$ cat src/rtl/aes_round_scheduler.sv
// AES round scheduler: round-robin arbitration of two block requesters in front
// of a single iterative AES round core. It loads the granted block, steps the
// core through Nr+1 keyed cycles while presenting the round-key index, then
// holds the core result on an output handshake tagged with the requester id.
// Block words carry the first AES byte in the most significant bits.
module aes_round_scheduler (
  input  logic         clk,
  input  logic         reset,
  input  logic         req0_valid,
  input  logic [127:0] req0_data,
  output logic         req0_ready,
  input  logic         req1_valid,
  input  logic [127:0] req1_data,
  output logic         req1_ready,
  input  logic [1:0]   mode,
  input  logic         key_ready,
  output logic [3:0]   rk_idx,
  output logic         core_reset,
  output logic         core_enable,
  output logic [127:0] core_data,
  input  logic [127:0] core_result,
  output logic         out_valid,
  input  logic         out_ready,
  output logic [127:0] out_data,
  output logic         out_src,
  output logic         busy
);

  typedef enum logic [1:0] {IDLE, LOAD, RUN, DONE} state_t;

  state_t       state;
  state_t       state_nxt;
  logic [127:0] blk_reg;
  logic         src_reg;
  logic         rr_last;
  logic [3:0]   nr_reg;
  logic [3:0]   rnd;
  logic         grant0;
  logic         grant1;
  logic         accept;

  // Number of full AES rounds for a key-size mode; 2 and 3 both mean AES-256.
  function automatic logic [3:0] nr_of_mode(input logic [1:0] m);
    case (m)
      2'd0:    return 4'd10;
      2'd1:    return 4'd12;
      default: return 4'd14;
    endcase
  endfunction

  // Round-robin grant: only from IDLE with keys ready and never while in reset.
  always_comb begin
    grant0 = 1'b0;
    grant1 = 1'b0;
    if (state == IDLE && key_ready && !reset) begin
      grant0 = req0_valid && (!req1_valid || rr_last);
      grant1 = req1_valid && (!req0_valid || !rr_last);
    end
  end

  assign accept = grant0 | grant1;

  // Next-state logic for the IDLE -> LOAD -> RUN -> DONE sequence.
  always_comb begin
    state_nxt = state;
    case (state)
      IDLE:    if (accept) state_nxt = LOAD;
      LOAD:    state_nxt = RUN;
      RUN:     if (rnd == nr_reg) state_nxt = DONE;
      DONE:    if (out_ready) state_nxt = IDLE;
      default: state_nxt = IDLE;
    endcase
  end

  // State register; reset from any state drops the in-flight block.
  always_ff @(posedge clk) begin
    if (reset) state <= IDLE;
    else       state <= state_nxt;
  end

  // Control registers: owner id, arbitration history, round count and index.
  // The round index is cleared at accept so it never exceeds the new round count.
  always_ff @(posedge clk) begin
    if (reset) begin
      src_reg <= 1'b0;
      rr_last <= 1'b1;
      nr_reg  <= 4'd10;
      rnd     <= 4'd0;
    end else if (accept) begin
      src_reg <= grant1;
      rr_last <= grant1;
      nr_reg  <= nr_of_mode(mode);
      rnd     <= 4'd0;
    end else if (state == RUN && rnd != nr_reg) begin
      rnd <= rnd + 4'd1;
    end
  end

  // Block register captures the granted plaintext at accept.
  always_ff @(posedge clk) begin
    if (reset)       blk_reg <= '0;
    else if (accept) blk_reg <= grant1 ? req1_data : req0_data;
  end

  assign req0_ready  = grant0;
  assign req1_ready  = grant1;
  assign rk_idx      = rnd;
  assign core_reset  = reset || (state == LOAD);
  assign core_enable = (state == RUN) && !reset;
  assign core_data   = blk_reg;
  assign out_valid   = (state == DONE) && !reset;
  assign out_data    = out_valid ? core_result : '0;
  assign out_src     = src_reg;
  assign busy        = (state != IDLE);

endmodule

$ cat config.mk
export PLATFORM = sky130hd
export DESIGN_NAME = aes_round_scheduler
export DESIGN_NICKNAME = d
export VERILOG_FILES = /design/src/rtl/aes_round_scheduler.sv
export SDC_FILE = /design/constraint.sdc
export NUM_CORES = 1
export LEC_CHECK = 0
export CORE_AREA = 8 8 251 253
export CTS_CLUSTER_SIZE = 30
export DETAILED_ROUTE_END_ITERATION = 7
export DIE_AREA = 0 0 259 261
export GPL_TIMING_DRIVEN = 0
export MAX_ROUTING_LAYER = met4
export PLACE_DENSITY = 0.41
export SLEW_MARGIN = 20
export SYNTH_ARGS = -nofsm -noshare
export SYNTH_HDL_FRONTEND = slang
export SYNTH_SLANG_ARGS = --single-unit
$ cat constraint.sdc
create_clock -name clk -period 3.5 [get_ports clk]
set_clock_uncertainty 0.2 [all_clocks]
set_input_delay 0.525 -clock clk [delete_from_list [all_inputs] [get_ports clk]]
set_output_delay 0.525 -clock clk [all_outputs]
set_load 0.01 [all_outputs]
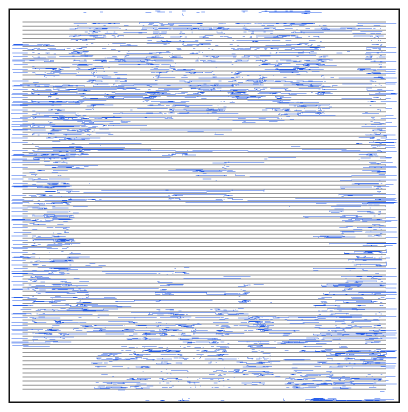
*Signal wires on met1, run 1*
Drawn at 1.5 px/um. Supply wires on this layer in gray.
share of all routed wire = 36%
main direction = horizontal
longest straight run = 140 um
met1 Resource Use GR: 13.49%
DRT Wirelength: 49470 um
vias post-DR: 8396

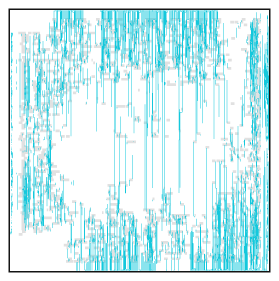
*Met2 routing, run 1*
Drawn at 1 px/um.
share of all routed wire = 52%
main direction = vertical
met2 Track Usage GR: 25.34%

==> results_dict.tcl, run 1 <==
# yosys + openroad results
set metrics [dict create \
    outcome "completed" \
    seq_area_sq_mm 0.002763 \
    mostFrequentLayoutCells "clkdlybuf4s50_1, dfxtp_1, mux2i_1" \
    pwr-share-seq_pct 33.2 \
    whs_path_depth 2 \
    relSlewSlack_pct 37.80 \
    hold_class "reg -> reg" \
    inverters_excl_clock 5 \
    powerDensity_mw_per_mm2 393.7 \
    wl_per_cell_um 21.94 \
    clock_buffers 17 \
    fin_cells 2255 \
    critical_path_arrival_ps 2550 \
    ant_nets 0 \
    clk_share_pct 3.753 \
    initCoreUtil_pct 12.16 \
    slowest_stage "clkdlybuf4s50_1" \
    path_cells "inv_1, ha_1, and3b_2, nand3_4, buf_6, buf_6, inv_2, clkdlybuf4s50_1" \
    buffers 729 \
    comb_area_share_pct 26.28 \
    track_usage_pct 14.11 \
    maxCapViolCount 0 \
    grt_start_max_net_pins 17 \
    synth_cells 775 \
    holdWs_ps 266.6 \
    critPathCapture "req1_ready" \
    critPathTopFamily "buffers and inverters" \
    cts_max_level 4 \
    setup_viol 0 \
    common_cells "dfxtp_1, mux2i_1, o21ai_1, and2_1, nand3b_1" \
    ys_warn_count 0 \
    p_clk_share_pct 30.4 \
    max_freq_ghz 0.3052 \
    synthFlopType "dfxtp_1" \
    swShare_pct 32.76 \
    largest_area_cell "dfxtp_1" \
    fin_util_pct 25.95 \
    viasPerCell 3.723 \
    async_flop_share_pct 0 \
    yosysCellCount 775 \
    top_cell "dfxtp_1" \
    crit_top_cell "buf_6" \
    drt_iter0_drc 276 \
    dominant-cell-class "buffers" \
    grt-ovfl-total 0 \
    regToRegStartpoint "state[1]" \
]
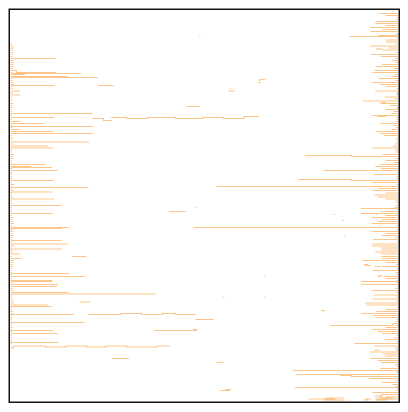
*The metal 3 layer, run 1*
Drawn at 1.5 px/um.
wire length on this layer = 4670 um
share of all routed wire = 9.4%
met3 usage: 5.963%

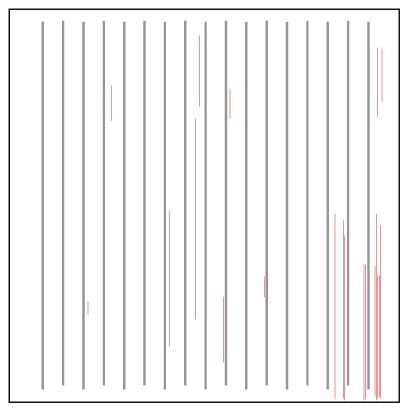
*M4 wires, run 1*
Drawn at 1.5 px/um. Supply wires on this layer in gray.
share of all routed wire = 3.0%
main direction = vertical

## run 1: cell families after synthesis
kind of cell | share of synthesized area [%]
AND-OR/OR-AND | 9.778
buffers and inverters | 5.790
multiplexers | 18.03
flip-flops | 38.28
XOR/XNOR | 0.6068
adder cells (fa/ha/maj) | 0.8669
AND/OR/NAND/NOR | 26.65
## run 1: power groups by stage
stage | Clock (W) | Sequential, W | Combinational (W)
4_1_cts | 0.00193 | 0.00202 | 0.00228
5_1_grt | 0.00199 | 0.00205 | 0.00239
3_5_place_dp | 0 | 0.00205 | 0.00227
2_1_floorplan | 0 | 0.00214 | 0.000680
3_3_place_gp | 0 | 0.00203 | 0.00227
6_report | 0.00184 | 0.00201 | 0.00221
## run 1: stage by stage
step                      TNS (ps)  power, W  setup WS, ps
after floorplan                  0  0.002821          1285
after global placement     -0.7183  0.004306       -0.7183
after detailed placement    -33.77  0.004314        -33.77
after CTS                        0  0.006228         26.48
after global routing             0  0.006428         1.991
final                            0  0.006063         223.3
## run 1: what timing repair did
action                                  CTS  global route
hold buffers                              0             0
gates resized                             6            13
endpoints found under the setup margin  101            85
## run 1: per-layer routing
metal / part of all wire, % / track usage [%]
met1: 36 / 13.49
met2: 52 / 25.34
met3: 9.4 / 5.963
met4: 3.0 / 4.968
met5: 0 / -
## run 1: tightest hold or removal path: cells and delay by family, from the launching register on
kind	cells	cell delay, ps
AND-OR/OR-AND	1	50
flip-flops	1	310
AND/OR/NAND/NOR	1	60
## run 1: how the worst min path moves through the flow
stage	slack [ps]	start	to
floorplan	250	rr_last	rr_last
global placement	250	out_src	out_src
detailed placement	260	out_src	out_src
CTS	270	out_src	out_src
global route	290	out_src	out_src
finish	270	out_src	out_src
==> run 2, diff against run 1 <==
Settings changed: PLACE_DENSITY 0.41 to 0.45.
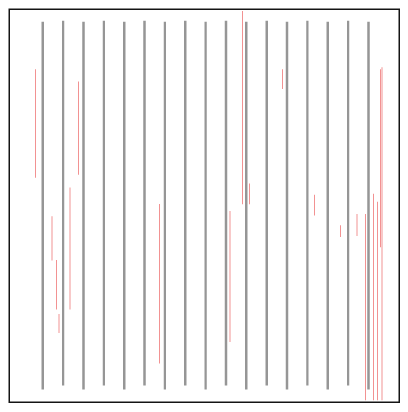
*M4 wires, run 2*
Drawn at 1.5 px/um. Supply wires on this layer in gray.
share of all routed wire = 2.7%
nets with wire on the layer = 14
wire length on this layer = 1410 um
DRT Wirelength: 52740 um
vias post-DR: 8480

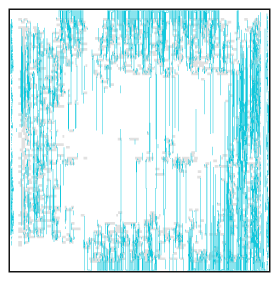
*Met2 routing, run 2*
Drawn at 1 px/um.
nets with wire on the layer = 1615
share of all routed wire = 54%
main direction = vertical
met2 Track Usage GR: 28.09%

==> run 2 against run 1 <==
  * Wire length is 6.6% higher
  * Final cell count is 0.13% lower
  * Setup slack lost 53 ps
  * Global-route usage increased by 1.1 points
  * Sequential power is essentially flat
  * Largest cell class unchanged
  * Hold slack improved by 8.1 ps
  * Design area increased by 0.16%
  * Sequential cell count unchanged
==> results_dict.tcl, run 2 <==
# yosys + openroad results
set metrics [dict create \
    outcome "completed" \
    maxCapViolCount 0 \
    comb_area_share_pct 26.24 \
    power.total_w 0.006157 \
    clock_buffers 19 \
    ant_nets 0 \
    largest_area_cell "dfxtp_1" \
    hp-start "out_src" \
    top_cell "dfxtp_1" \
    regToRegStartpoint "state[1]" \
    initCoreUtil_pct 12.16 \
    grt_start_max_net_pins 17 \
    powerDensity_mw_per_mm2 399.1 \
    track_usage_pct 15.18 \
    critPathCapture "out_data[103]" \
    seq_area_sq_mm 0.002763 \
    max_freq_ghz 0.3004 \
    whs_path_depth 2 \
    dominant-cell-class "buffers" \
    wl_per_cell_um 23.42 \
]
-- run 2: kinds of logic after synthesis --
family / Yosys count / share of synthesized area [%]
buf+inv: 77 / 5.790
xor+xnor: 5 / 0.6068
fa+ha+maj: 5 / 0.8669
flops: 138 / 38.28
mux: 130 / 18.03
compound gates: 136 / 9.778
simple gates: 284 / 26.65
-- run 2: stage by stage --
| step | cell area, sq um | setup slack [ps] | TNS, ps | instances | utilization (%) |
|---|---|---|---|---|---|
| after floorplan | 7217 | 1285 | 0 | 775 | - |
| after global routing | 15430 | 47.54 | 0 | 2252 | 26.00 |
| after global placement | 14770 | -223.2 | -835.1 | 2214 | 24.89 |
| final | 15430 | 170.7 | 0 | 2252 | 26.00 |
| after detailed placement | 14770 | -232.5 | -900.7 | 2214 | 24.89 |
| after CTS | 15400 | 1.249 | 0 | 2246 | 25.94 |
-- run 2: repair_timing --
item	4_1_cts	5_1_grt
hold buffers	0	0
gates cloned	0	0
pin swaps	1	1
setup buffers	0	2
setup endpoints to repair	111	53
resized	12	4
-- run 2: worst max-delay path, cell delays in order (launching register included) --
cell and delay, ps:
dfxtp_1 390, ha_1 190, nor2b_2 220, clkbuf_8 210, clkbuf_4 250, and2_1 300
clkdlybuf4s50_1 590
-- run 2: report_power, final --
part | switching (W) | total [W] | internal (W)
logic | 0.00104 | 0.00226 | 0.00122
clock network | 0.000805 | 0.00189 | 0.00108
registers | 0.000157 | 0.00201 | 0.00185
-- run 2: layer usage --
layer	routed length [um]	up-vias	global-route usage, %	part of all wire, %
met2	28390	427	28.09	54
met4	1405	0	5.452	2.7
met1	18310	3949	13.89	35
li1	-	4063	-	-
met3	4640	41	6.290	8.8
met5	0	-	-	0
Power figures rest on the tool's default switching activity, not on a simulated workload.
